`src/rtl/dds_pkg.sv`:
```
// DDS phase generator shared types and constants.
// Used by the accumulator top, its interface and the quarter-wave map.
package dds_pkg;

  typedef enum logic {
    IDLE = 1'b0,
    RUN  = 1'b1
  } state_t;

  localparam int DDS_ACC_W  = 32;
  localparam int DDS_ADDR_W = 12;

  localparam logic [1:0] QUAD_RISE_POS = 2'd0;
  localparam logic [1:0] QUAD_FALL_POS = 2'd1;
  localparam logic [1:0] QUAD_RISE_NEG = 2'd2;
  localparam logic [1:0] QUAD_FALL_NEG = 2'd3;

endpackage

```
`src/rtl/dds_phase_gen_if.sv`:
```
// Control/ROM-side bundle of the DDS phase generator.
// master = controller + ROM consumer, slave = the generator.
interface dds_phase_gen_if
  import dds_pkg::*;
#(
  parameter int ACC_W  = DDS_ACC_W,
  parameter int ADDR_W = DDS_ADDR_W
);

  logic              start;
  logic              stop;
  logic [ACC_W-1:0]  ftw_in;
  logic              ftw_valid;
  logic              ftw_ready;
  logic [ADDR_W-1:0] phase_ofs;
  logic [ADDR_W-1:0] rom_address;
  logic              sign;
  logic              addr_valid;
  logic              wrap;
  logic              busy;

  modport master (
    output start, stop, ftw_in,
    output ftw_valid, phase_ofs,
    input  ftw_ready, rom_address,
    input  sign, addr_valid,
    input  wrap, busy
  );

  modport slave (
    input  start, stop, ftw_in,
    input  ftw_valid, phase_ofs,
    output ftw_ready, rom_address,
    output sign, addr_valid,
    output wrap, busy
  );

endinterface

```
`src/rtl/dds_quarter_map.sv`:
```
// Folds a full-period phase onto a quarter-wave ROM.
// Odd quadrants run the index backwards; the upper half sets sign.
module dds_quarter_map
  import dds_pkg::*;
#(
  parameter int ADDR_W = DDS_ADDR_W
) (
  input  logic [ADDR_W-1:0] phase,
  output logic [ADDR_W-1:0] addr,
  output logic              sign
);

  logic [1:0]        quad;
  logic [ADDR_W-3:0] idx;

  assign quad = phase[ADDR_W-1 -: 2];
  assign idx  = phase[ADDR_W-3:0];

  always_comb begin
    addr = '0;
    sign = 1'b0;
    unique case (quad)
      QUAD_RISE_POS: begin
        addr = {2'b00, idx};
        sign = 1'b0;
      end
      QUAD_FALL_POS: begin
        addr = {2'b00, ~idx};
        sign = 1'b0;
      end
      QUAD_RISE_NEG: begin
        addr = {2'b00, idx};
        sign = 1'b1;
      end
      QUAD_FALL_NEG: begin
        addr = {2'b00, ~idx};
        sign = 1'b1;
      end
    endcase
  end

endmodule

```
`src/rtl/dds_phase_gen.sv`:
```
// DDS phase accumulator with FTW handshake and
// registered sine-ROM address generation.
module dds_phase_gen
  import dds_pkg::*;
#(
  parameter int ACC_W          = DDS_ACC_W,
  parameter int ADDR_W         = DDS_ADDR_W,
  parameter bit QUARTER        = 1'b0,
  parameter bit UPDATE_ON_WRAP = 1'b0
) (
  input logic           clk,
  input logic           reset,
  dds_phase_gen_if.slave bus
);

  state_t            state_q;
  state_t            state_d;
  logic [ACC_W-1:0]  acc_q;
  logic              carry_q;
  logic [ACC_W-1:0]  ftw_act_q;
  logic [ACC_W-1:0]  pend_q;
  logic              pend_vld_q;
  logic [ACC_W:0]    sum;
  logic              run;
  logic              fire;
  logic [ADDR_W-1:0] phase;
  logic [ADDR_W-1:0] map_addr;
  logic              map_sign;
  logic [ADDR_W-1:0] rom_addr_q;
  logic              sign_q;
  logic              valid_q;
  logic              wrap_q;

  assign run  = (state_q == RUN);
  assign fire = bus.ftw_valid & ~pend_vld_q;
  assign sum  = {1'b0, acc_q} + {1'b0, ftw_act_q};

  always_comb begin
    state_d = state_q;
    unique case (1'b1)
      bus.stop:              state_d = IDLE;
      bus.start & ~bus.stop: state_d = RUN;
      default:               state_d = state_q;
    endcase
  end

  always_ff @(posedge clk or negedge reset) begin
    if (!reset) begin
      state_q <= IDLE;
    end else begin
      state_q <= state_d;
    end
  end

  always_ff @(posedge clk or negedge reset) begin
    if (!reset) begin
      acc_q   <= '0;
      carry_q <= 1'b0;
    end else if (run && !bus.stop) begin
      {carry_q, acc_q} <= sum;
    end else begin
      acc_q   <= '0;
      carry_q <= 1'b0;
    end
  end

  // Deferred words wait in pend_q until the accumulator wraps or stops.
  always_ff @(posedge clk or negedge reset) begin
    if (!reset) begin
      ftw_act_q  <= '0;
      pend_q     <= '0;
      pend_vld_q <= 1'b0;
    end else if (!run || !UPDATE_ON_WRAP) begin
      if (fire) ftw_act_q <= bus.ftw_in;
    end else if (bus.stop) begin
      if (fire) begin
        ftw_act_q <= bus.ftw_in;
      end else if (pend_vld_q) begin
        ftw_act_q <= pend_q;
      end
      pend_vld_q <= 1'b0;
    end else begin
      if (sum[ACC_W] && pend_vld_q) begin
        ftw_act_q  <= pend_q;
        pend_vld_q <= 1'b0;
      end
      if (fire) begin
        pend_q     <= bus.ftw_in;
        pend_vld_q <= 1'b1;
      end
    end
  end

  assign phase = acc_q[ACC_W-1 -: ADDR_W]
               + bus.phase_ofs;

  if (QUARTER) begin : g_quarter
    dds_quarter_map #(
      .ADDR_W (ADDR_W)
    ) u_map (
      .phase (phase),
      .addr  (map_addr),
      .sign  (map_sign)
    );
  end else begin : g_linear
    assign map_addr = phase;
    assign map_sign = 1'b0;
  end

  always_ff @(posedge clk or negedge reset) begin
    if (!reset) begin
      rom_addr_q <= '0;
      sign_q     <= 1'b0;
      valid_q    <= 1'b0;
      wrap_q     <= 1'b0;
    end else begin
      valid_q <= run;
      wrap_q  <= carry_q;
      if (run) begin
        rom_addr_q <= map_addr;
        sign_q     <= map_sign;
      end
    end
  end

  assign bus.ftw_ready   = ~pend_vld_q;
  assign bus.rom_address = rom_addr_q;
  assign bus.sign        = sign_q;
  assign bus.addr_valid  = valid_q;
  assign bus.wrap        = wrap_q;
  assign bus.busy        = run;

endmodule

```
`src/flat_wrapper.sv`:
```
// flat-port wrapper written by rule: the top's interface ports become plain ports
module dds_phase_gen_flat import dds_pkg::*;
#(
  parameter int ACC_W          = DDS_ACC_W,
  parameter int ADDR_W         = DDS_ADDR_W,
  parameter bit QUARTER        = 1'b0,
  parameter bit UPDATE_ON_WRAP = 1'b0
)
  (clk, reset, bus_start, bus_stop, bus_ftw_in, bus_ftw_valid, bus_phase_ofs, bus_ftw_ready, bus_rom_address, bus_sign, bus_addr_valid, bus_wrap, bus_busy);
  dds_phase_gen_if #(.ACC_W(ACC_W), .ADDR_W(ADDR_W)) bus_i ();
  input logic clk;
  input logic reset;
  input wire logic [$bits(bus_i.start)-1:0] bus_start;
  input wire logic [$bits(bus_i.stop)-1:0] bus_stop;
  input wire logic [$bits(bus_i.ftw_in)-1:0] bus_ftw_in;
  input wire logic [$bits(bus_i.ftw_valid)-1:0] bus_ftw_valid;
  input wire logic [$bits(bus_i.phase_ofs)-1:0] bus_phase_ofs;
  output wire logic [$bits(bus_i.ftw_ready)-1:0] bus_ftw_ready;
  output wire logic [$bits(bus_i.rom_address)-1:0] bus_rom_address;
  output wire logic [$bits(bus_i.sign)-1:0] bus_sign;
  output wire logic [$bits(bus_i.addr_valid)-1:0] bus_addr_valid;
  output wire logic [$bits(bus_i.wrap)-1:0] bus_wrap;
  output wire logic [$bits(bus_i.busy)-1:0] bus_busy;
  assign bus_i.start = bus_start;
  assign bus_i.stop = bus_stop;
  assign bus_i.ftw_in = bus_ftw_in;
  assign bus_i.ftw_valid = bus_ftw_valid;
  assign bus_i.phase_ofs = bus_phase_ofs;
  assign bus_ftw_ready = bus_i.ftw_ready;
  assign bus_rom_address = bus_i.rom_address;
  assign bus_sign = bus_i.sign;
  assign bus_addr_valid = bus_i.addr_valid;
  assign bus_wrap = bus_i.wrap;
  assign bus_busy = bus_i.busy;
  dds_phase_gen #(.ACC_W(ACC_W), .ADDR_W(ADDR_W), .QUARTER(QUARTER), .UPDATE_ON_WRAP(UPDATE_ON_WRAP)) u_core (.clk(clk), .reset(reset), .bus(bus_i));
endmodule
```
`config.mk`:
```
export PLATFORM = sky130hd
export DESIGN_NAME = dds_phase_gen_flat
export DESIGN_NICKNAME = d
export VERILOG_FILES = /design/src/rtl/dds_pkg.sv /design/src/rtl/dds_phase_gen_if.sv /design/src/rtl/dds_quarter_map.sv /design/src/rtl/dds_phase_gen.sv /design/src/flat_wrapper.sv
export SDC_FILE = /design/constraint.sdc
export NUM_CORES = 1
export LEC_CHECK = 0
export CORE_ASPECT_RATIO = 0.7
export CORE_MARGIN = 2
export CORE_UTILIZATION = 48
export CTS_BUF_LIST = sky130_fd_sc_hd__clkbuf_8
export CTS_CLUSTER_SIZE = 24
export DETAILED_ROUTE_END_ITERATION = 8
export GPL_TIMING_DRIVEN = 1
export MAX_ROUTING_LAYER = met4
export PLACE_DENSITY = 0.8
export SLEW_MARGIN = 20
export SYNTH_ARGS = -nofsm -noshare
export SYNTH_HDL_FRONTEND = slang
export SYNTH_SLANG_ARGS = --single-unit
```
`constraint.sdc`:
```
create_clock -name clk -period 2.1 [get_ports clk]
set_input_delay 0.21 -clock clk [delete_from_list [all_inputs] [get_ports clk]]
set_output_delay 0.21 -clock clk [all_outputs]
set_load 0.05 [all_outputs]
```
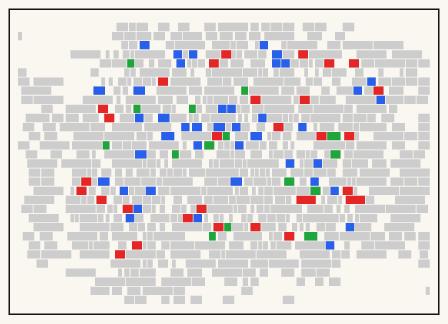
*Gate families picked out, run 1*
AND-OR and OR-AND gates -> blue  # cells 41
XOR/XNOR gates -> red  # cells 29
AND and OR gates -> green  # cells 15

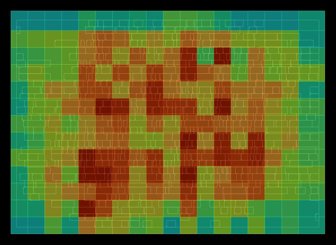
*Congestion heat map, run 1*
met2 Use GR: 40.60%
busiest layer in global routing: met2

==> Changelog: implementation, run 1 <==
### Changed

- Tool Warnings: 29
- GRT met3 Usage: roughly 4.7%
- Failing checks: setup timing
- Die H: a little over 90 µm
- Power Total: 5.065 mW
- Initial Util: 49.66%
- Seq area share: approximately 27%
- MI comb area: 3510 µm²
- Dominant logic cell type in the layout: buf_4
- Largest class: combinational gates
- Net Count, Synth: 607
- CTS sink cnt: 80
- Core area: 10400 µm²
- Pleak: between 3 and 4 nW
- Total global-route track usage: 26.17%
- Number of global-route vias before repair: around 4900
- Top cells by area: dfrtp_1 39%, ha_1 10%, mux2_2 8.1%
- Main flop type: dfrtp_1
- Startpoint Class: flip-flop
- Total CTS buffers: 9
- Setup TNS: -3727 ps
- EDFF count, synth: 0
- Largest net degree at the start of global routing: ~43
- Crit path time final: 2355 ps
- Worst-path clk slew: 90 ps
- Critical path class: reg2reg
- # hold bufs at CTS: 1
- H-tree depth: 3
- Ant. Diodes: 0
- Clk pwr share: a little under a quarter
- Reg2reg end: u_core.bus.rom_address[10]$_DFFE_PN0P_
- Chip area in the Yosys report: 5162 µm²
- Cells after Synth: 513
- Residual DRC: 0
- Yosys warns: 0
- Clock root cell: clkbuf_8
- DR WL/cell: 18.60 µm
- Peak VDD IR: 0.3573 mV
- Slew @ Worst Pin: between 500 and 600 ps
- Sequential Area: 2003 µm²
- Post_cts resized: 60
- Crit path DRT: roughly 2400 ps
- # Cells Yosys: 513
- Total net switching power: roughly 1.8 mW
- Final-layout clock buffer total: 12
- Die area: 11610 µm²
- Final setup margin: -255.1 ps
- Drt first pass iters: 5
- Synth top cells by count: 80 x dfrtp_1, 48 x nor2_1, 43 x ha_1
- Sw frac: about a third
- Final period utilization: 112.1%
- # Taps: between 100 and 150
- WL met3: ~900 µm
- Worst Setup SP: u_core.acc_q[20]$_DFF_PN0_
- Non-CTS inverters: 11
- Pre-CTS setup slack: -580.6 ps
- Max-Cap Viols: 0
- Hpwl dp: roughly 9900 µm
- Status: complete, but fails checks
- Biggest consumer: combinational cells
- Final clock-cell share: roughly 2.8%
- Nets: 754
- Post-Synth XOR/XNOR Area: 4.920%
- Sequential share of power: 36.0%
- Layout cells sized above 1: 34.94%
- Worst r2r path cells: 9
- RSZ-0062 raised after global routing: yes
- CTS max path bufs: 2
- Setup violators final: 23
- Multiplexer share: 8.943%
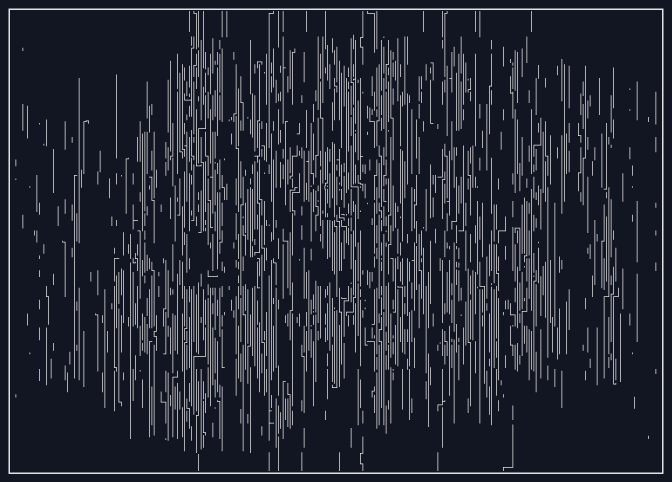
*Signal wires on met2, run 1*
wire length on this layer = 6970 µm
main direction = vertical
share of all routed wire = 47%

### Placement density heat map, run 1

13 x 9 tiles, from white (low) to dark blue (high), 0 to 100% covered.
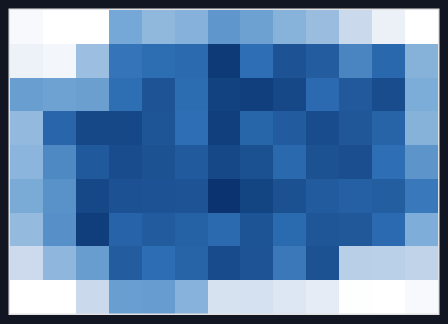

--- run 2 (diff from run 1) ---
==> constraint.sdc (replaced) <==
create_clock -name clk -period 2.1 [get_ports clk]
set_input_delay 0.315 -clock clk [delete_from_list [all_inputs] [get_ports clk]]
set_output_delay 0.315 -clock clk [all_outputs]
set_load 0.05 [all_outputs]
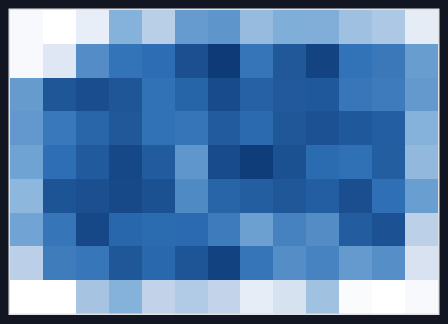
*Placement density heat map, run 2*
13 x 9 tiles, from white (low) to dark blue (high), 0 to 100% covered.
fullest tile = 96%
tiles over 75% full = 42%
nearly empty tiles = 3.4%
mean over tiles = 62%

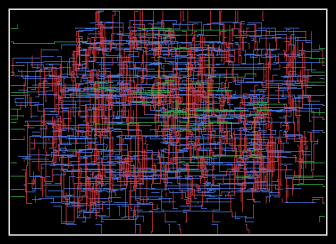
*Signal wires by layer, run 2*
met2 -> red  # wire length 6270 µm
met1 -> blue  # wire length 6400 µm
met4 -> orange  # wire length 144 µm
met3 -> green  # wire length 873 µm

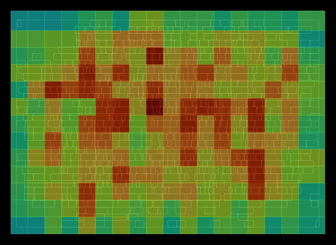
*Congestion heat map, run 2*
total global-route track usage: 24.95%
GRT met3 Usage: 5.095%
final core utilization: 70.59%
GR Util met1: 34.58%
DR WL/cell: 17.21 µm

==> run 2 against run 1 <==
  * Largest power group unchanged
  * Design area about the same
  * Sequential power hardly changed
  * Area after synthesis unchanged
  * Global-route usage decreased by 1.2 points
  * Critical path type unchanged
  * Core utilization about the same
  * Fmax down 1.5%
  * Synthesized cell count unchanged
  * The flow still finishes with violations (setup timing)
==> Changelog: implementation, run 2 <==
### Changed

- Status: complete, but fails checks
- Failing checks: setup timing
- CP delay by family, top: AND-OR/OR-AND gates
- # hold bufs at CTS: 1
- Clock root cell: clkbuf_8
- Biggest consumer: combinational cells
- Worst Hold Depth: 0
- Multi-input gates: ~400
- Total CTS buffers: 9
- Final clock-cell share: 2.882%
- Number of global-route vias before repair: 4624
- Startpoint Class: flip-flop
- Crit path time final: 2391 ps
- Cells after DPL: 769
- CP endpoint kind: flip-flop
- M1 WL: approximately 6400 µm
- Clk pwr share: 24.6%
- Register area share after synthesis: 38.78%
- Number of antenna violations at the first check in global routing: 0
- Pleak: 3.359 nW
- Worst-path clk slew: 90 ps
- Pre-CTS setup slack: -683.8 ps
- # Taps: 132
- Fraction of cell area in non-clock buffers: 19.05%
- Multiplexer share: 8.943%
- Synth top cells by count: 80 x dfrtp_1, 48 x nor2_1, 43 x ha_1
- Core area: 10400 µm²
- Flop Count: 80
- Max-Cap Viols: 0
- CTS max path bufs: 2
- Crit path to: u_core.bus.rom_address[8]$_DFFE_PN0P_
- WL met3: 872 µm
- Slew @ Worst Pin: about 590 ps
- CTS sink cnt: around 80
- Comb pwr: 2.01 mW
- RSZ-0062 raised after global routing: yes
- MI comb area: between 3000 and 4000 µm²
- Tool Warnings: 29
- Worst Setup SP: u_core.acc_q[20]$_DFF_PN0_
- Chip area in the Yosys report: 5162 µm²
- Non-CTS inverters: 11
- H-tree depth: 3
- Sequential share of power: 35.8%
- Main flop type: dfrtp_1
- Die area: 11610 µm²
- Drt first pass iters: 5
- Slew headroom: 60.55%
- Die H: 90.77 µm
- Residual DRC: 0
- Setup TNS: -3058 ps
- EDFF count, synth: 0
- Yosys simple share: 13.55%
- Largest net degree at the start of global routing: 43
- Synth logic family: AND-OR/OR-AND gates
- Post-Synth XOR/XNOR Area: between 4 and 5%
- Critical path class: reg2reg
- Sequential Area: 2002 µm²
- Busiest layer in global routing: met2
- Worst r2r path cells: 10
- Largest class: combinational gates
- Reg2reg end: u_core.bus.rom_address[8]$_DFFE_PN0P_
- Crit path DRT: 2380 ps
- Final period utilization: 113.9%
- Compound-Gate Fraction of Synth Area: 19.83%
- Yosys warns: 0
- Grt total ovfl: 0
- Top cells by area: dfrtp_1 39%, ha_1 10%, mux2_2 8.1%
- Setup violators final: 21
- Dominant logic cell type in the layout: buf_4
- # Cells Yosys: ~500
- Post_cts resized: 52
- Routed via count: roughly 4600
- Sw frac: ~35%
- Ant. Diodes: 0
- Finished Layout Cells: 795
- Final-layout clock buffer total: 9
- Initial Util: roughly half
- Levels on crit path: 10
- Nets: 752
- Most numerous logic cells after layout: 82 x buf_4, 80 x dfrtp_1, 61 x clkdlybuf4s50_1
- Peak VDD IR: 0.4595 mV
- HP Class: reg2reg
- Seq area share: 27.28%
- Syn avg cell area: 10.06 µm²
- Layout cells sized above 1: 34.54%
- Net Count, Synth: 607
- Met2 Use GR: between 30% and 40%
- Total net switching power: approximately 1.8 mW
- Cells after Synth: just over 500
- Hold EP: u_core.bus.wrap$_DFF_PN0_
- Hpwl dp: between 9000 and 10000 µm
- Final setup margin: -291.4 ps
- Power Total: approximately 5.1 mW
No activity file was given, so power comes from the tool's default toggle rates.
